### Wires at chosen ports, followed through buffers

Scale: 1 px per um.
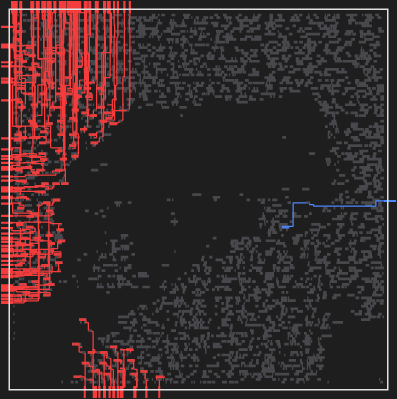
### Where the registers sit

Scale: 1 px per um. Other sequential cells in the stronger gray, the rest of the logic in the fainter gray.
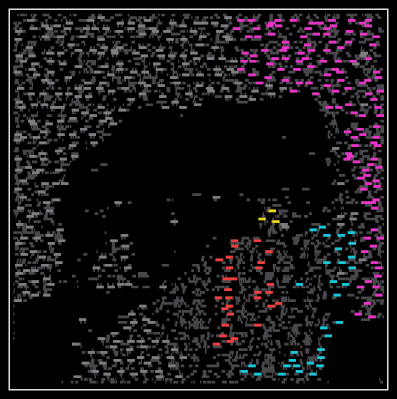
--- src/rtl/gcm_tag_sequencer.sv ---
// ---------------------------------------------------------------------------
// gcm_tag_sequencer: per-message GCM tag-path block sequencer (rev 1.0)
// ---------------------------------------------------------------------------
`default_nettype none

module gcm_tag_sequencer #(
  parameter int LEN_W = 32
) (
  input  logic             clk,
  input  logic             i_rst_n,
  input  logic             i_start,
  input  logic [LEN_W-1:0] i_aad_bytes,
  input  logic [LEN_W-1:0] i_text_bytes,
  input  logic [0:127]     i_encrypted_j0,
  output logic             o_busy,
  output logic             o_err,
  input  logic             i_blk_valid,
  input  logic [0:127]     i_blk_data,
  output logic             o_blk_ready,
  output logic             o_pipe_valid,
  output logic [0:127]     o_pipe_data,
  output logic             o_pipe_is_aad,
  output logic             o_pipe_final,
  output logic [0:127]     o_instance_size,
  output logic [0:127]     o_encrypted_j0,
  input  logic             i_tag_ready,
  input  logic [0:127]     i_tag,
  output logic             o_tag_valid,
  output logic [0:127]     o_tag,
  input  logic             i_tag_ack
);

  localparam int CNT_W = LEN_W - 3;

  typedef enum logic [2:0] {
    S_IDLE, S_AAD, S_TEXT, S_FINAL, S_WAIT_TAG, S_DONE
  } state_t;

  state_t           r_state;
  logic [LEN_W-1:0] r_aad_bytes, r_text_bytes;
  logic [CNT_W-1:0] r_cnt;
  logic [0:127]     r_j0, r_tag, r_pipe_data;
  logic             r_pipe_valid, r_pipe_is_aad, r_pipe_final, r_err;

  logic             w_blk_ready, w_accept, w_last;
  logic [3:0]       w_rem;
  logic [0:127]     w_padded;
  logic [CNT_W-1:0] w_n_aad_in, w_n_text_in, w_n_text_lat;

  function automatic logic [CNT_W-1:0] f_blocks(input logic [LEN_W-1:0] len);
    return {1'b0, len[LEN_W-1:4]} + CNT_W'(|len[3:0]);
  endfunction

  assign w_n_aad_in   = f_blocks(i_aad_bytes);
  assign w_n_text_in  = f_blocks(i_text_bytes);
  assign w_n_text_lat = f_blocks(r_text_bytes);

  assign w_blk_ready = (r_state == S_AAD) || (r_state == S_TEXT);
  assign w_accept    = i_blk_valid && w_blk_ready;
  assign w_last      = (r_cnt == CNT_W'(1));
  assign w_rem       = (r_state == S_AAD) ? r_aad_bytes[3:0] : r_text_bytes[3:0];

  // Only the last block of a section with a partial tail is masked.
  always_comb begin
    w_padded = i_blk_data;
    if (w_last && (w_rem != 4'd0)) begin
      for (int k = 0; k < 16; k++) begin
        if (k >= int'(w_rem)) w_padded[8*k +: 8] = 8'h00;
      end
    end
  end

  always_ff @(posedge clk) begin
    if (!i_rst_n) begin
      r_state       <= S_IDLE;
      r_aad_bytes   <= '0;
      r_text_bytes  <= '0;
      r_cnt         <= '0;
      r_j0          <= '0;
      r_tag         <= '0;
      r_pipe_data   <= '0;
      r_pipe_valid  <= 1'b0;
      r_pipe_is_aad <= 1'b0;
      r_pipe_final  <= 1'b0;
      r_err         <= 1'b0;
    end else begin
      r_pipe_valid  <= 1'b0;
      r_pipe_is_aad <= 1'b0;
      r_pipe_final  <= 1'b0;
      r_err         <= i_start && (r_state != S_IDLE);
      case (r_state)
        S_IDLE: begin
          if (i_start) begin
            r_aad_bytes  <= i_aad_bytes;
            r_text_bytes <= i_text_bytes;
            r_j0         <= i_encrypted_j0;
            if (w_n_aad_in != '0) begin
              r_state <= S_AAD;
              r_cnt   <= w_n_aad_in;
            end else if (w_n_text_in != '0) begin
              r_state <= S_TEXT;
              r_cnt   <= w_n_text_in;
            end else begin
              r_state      <= S_FINAL;
              r_pipe_valid <= 1'b1;
              r_pipe_final <= 1'b1;
              r_pipe_data  <= '0;
            end
          end
        end
        S_AAD, S_TEXT: begin
          if (w_accept) begin
            r_pipe_valid  <= 1'b1;
            r_pipe_data   <= w_padded;
            r_pipe_is_aad <= (r_state == S_AAD);
            r_cnt         <= r_cnt - CNT_W'(1);
            if (w_last) begin
              // The last data block and the final strobe leave together.
              if ((r_state == S_AAD) && (w_n_text_lat != '0)) begin
                r_state <= S_TEXT;
                r_cnt   <= w_n_text_lat;
              end else begin
                r_state      <= S_FINAL;
                r_pipe_final <= 1'b1;
              end
            end
          end
        end
        S_FINAL: r_state <= S_WAIT_TAG;
        S_WAIT_TAG: begin
          if (i_tag_ready) begin
            r_tag   <= i_tag;
            r_state <= S_DONE;
          end
        end
        S_DONE: begin
          if (i_tag_ack) r_state <= S_IDLE;
        end
        default: r_state <= S_IDLE;
      endcase
    end
  end

  assign o_busy          = (r_state != S_IDLE);
  assign o_err           = r_err;
  assign o_blk_ready     = w_blk_ready;
  assign o_pipe_valid    = r_pipe_valid;
  assign o_pipe_data     = r_pipe_data;
  assign o_pipe_is_aad   = r_pipe_is_aad;
  assign o_pipe_final    = r_pipe_final;
  assign o_instance_size = {64'(r_aad_bytes) << 3, 64'(r_text_bytes) << 3};
  assign o_encrypted_j0  = r_j0;
  assign o_tag_valid     = (r_state == S_DONE);
  assign o_tag           = r_tag;

endmodule

`default_nettype wire
--- config.mk ---
export PLATFORM = sky130hd
export DESIGN_NAME = gcm_tag_sequencer
export DESIGN_NICKNAME = d
export VERILOG_FILES = /design/src/rtl/gcm_tag_sequencer.sv
export SDC_FILE = /design/constraint.sdc
export NUM_CORES = 1
export LEC_CHECK = 0
export ABC_CLOCK_PERIOD_IN_PS = 4400
export CAP_MARGIN = 20
export CORE_AREA = 3 3 374 376
export DETAILED_ROUTE_END_ITERATION = 6
export DIE_AREA = 0 0 377 379
export PLACE_DENSITY_LB_ADDON = 0.15
export SYNTH_ARGS = -nofsm -noshare
export SYNTH_HDL_FRONTEND = slang
export SYNTH_SLANG_ARGS = --single-unit
--- constraint.sdc ---
create_clock -name clk -period 4.4 [get_ports clk]
set_clock_uncertainty 0.2 [all_clocks]
set_input_delay 0.44 -clock clk [delete_from_list [all_inputs] [get_ports clk]]
set_output_delay 0.44 -clock clk [all_outputs]
set_load 0.02 [all_outputs]
==> run summary <==
Outcome: finished clean
Die height: 379 um
Synth async-reset ratio: 0%
Max cap viols: 0
DRC: 0
Vias in the first global route: 21700
Metal3 WL: 10600 um
CTS tree: yes
Crit. Startpoint: i_text_bytes[0]
Seq pwr share: 29.0%
Post-CTS Setup Bufs: 0
Simple share: 21.4%
Metal-1 WL: 51000 um
Drt total wl: 125000 um
Crit-path max FO: 7
Grt met3 use: 6.12%
H-Tree Depth: 3
Top Consumer: combinational cells
Peak VDD IR: 0.403 mV
Die width: 377 um
Flop-to-flop setup slack: 0.27 ns
Met1 Usage GRT: 19.5%
Clock share of power: 29.2%
Fin nets: 3975
DRT iter0 DRCs: 1142
Core Region: 0.137 mm2
Number of fill cells: 15000
CP Cell Sequence: clkdlybuf4s50_1, or4_1, buf_12, ha_1, ha_1, nand4_1, buf_4, nor3_1, or4_1, nor4_1, nand4_1, nor2_2, a31o_4, a21oi_4, clkbuf_16, a22o_1
GP Congestion: 0.820
Clk buf depth: 3
Worst path slowest cell: or4_1
Capturing point of the worst reg2reg path: r_cnt[18]
Largest net degree at the start of global routing: 114
CP endpoint: o_pipe_data[92]
Final period util: 97.6%
Flip-flops with a built-in enable: 0
Top delay family on crit path: simple AND/OR/NAND/NOR gates
Critical path required time: 4.73 ns
Worst Path Buf+Inv: 4
Largest cells by area: dfxtp_1, nand2_1, a21oi_1
Via density: 4.11
Area leader, netlist: dfxtp_1
Startpoint Class: primary input
DRT Pass-1 Iters: 5
IO Port Bufs: 908
Grt ovf: 0
Relative slew slack: 24.4%
FF+latch count, synth: 484
Mean Syn Cell Area: 8.22 um2
Cell count of the worst hold path: 3
Tool warning count: 36
Root Driver: clkbuf_16
Internal power component: 12.8 mW
Late-Pin Clk Latency: 0.67 ns
Final Max Tran Viols: 0
Net Switching: 8.35 mW
Tmin final: 4.30 ns
Top-count cell post-synth: nand2_1
Area after DPL: 0.0327 mm2
Pleak: 12.7 nW
Complex Gates by Area: 19.3%
Hold Path End: o_encrypted_j0[121]
Hold Crit Class: in2reg
Main kind of combinational logic by area: simple AND/OR/NAND/NOR gates
Post-Layout Cell Count: 5381
Worst path depth: 16
Finish-stage setup viols: 0
ANT nets after route: 0
Area Growth Syn to Fin: 70.0%
Via count: 22100
Max Used Layer: met5
Clock Sinks: 484
Core Util at FP: 15.2%
Global-route wire length before repair: 169000 um
HPWL reported at the end of detailed placement: 96700 um
I/O pin count: 973
Yosys cell count: 2539
YS warnings: 0
Logic pwr share: 41.8%
PwrDens: 597 mW/mm2
Adder Area Share: 0.480%
Power Total: 21.2 mW
Initial antenna violation count: 50
Top post-synthesis cells by count: nand2_1, dfxtp_1, a21oi_1, clkbuf_1, a22o_1
Setup CP Type: in2reg
Min-Delay Startpoint: i_encrypted_j0[121]
Placed cells: 5222
Mux frac, synth: 0.779%
Met2 GRT Util: 27.5%
Ys flop type: dfxtp_1
Reg clk slew, reported paths: 0.06 ns
Die area: 0.143 mm2
Max incr delay on CP: 0.63 ns
WP data arrival: 4.63 ns
Area leader share: 46.4%
Notes on 'Wires at chosen ports, followed through buffers' above:
`o_pipe_valid`: shown in blue, bits 1, direction output, edge east, end cells 1, buffers 1, wire 126 um. `o_encrypted_j0`: shown in red, bits 128, direction output, edge 58 west, 53 north, 17 south, end cells 128, buffers 128, wire 9310 um.

Notes on 'Where the registers sit' above:
`r_cnt`: shown in red, sequential cells 29, where south. `r_text_bytes`: shown in cyan, sequential cells 32, where south-east. `o_pipe_data`: shown in magenta, sequential cells 128. `r_state`: shown in yellow, sequential cells 3.
sequential cell area share: 27.3%
Register Area: 0.00969 mm2
Seq. pwr: 6.14 mW

-- sequential cells by signal (all words and copies together), names as in the netlist, 3 cells and up --
register and cells:
r_aad_bytes 32, r_state 3, o_tag 128, r_cnt 29, r_text_bytes 32, o_pipe_data 128
o_encrypted_j0 128
-- cell type report --
| class | count | area [um2] | share of cell area [%] |
|---|---|---|---|
| Antenna cell | 18 | 45.0 | 0.127 |
| Tap cell | 1794 | 2240 | 6.32 |
| Timing Repair Buffer | 1098 | 10800 | 30.5 |
| Clock inverter | 26 | 450 | 1.27 |
| Inverter | 15 | 63.8 | 0.180 |
| Sequential cell | 484 | 9690 | 27.3 |
| Clock buffer | 101 | 2030 | 5.71 |
| Multi-Input combinational cell | 1845 | 10100 | 28.6 |
No activity file was given, so power comes from the tool's default toggle rates.
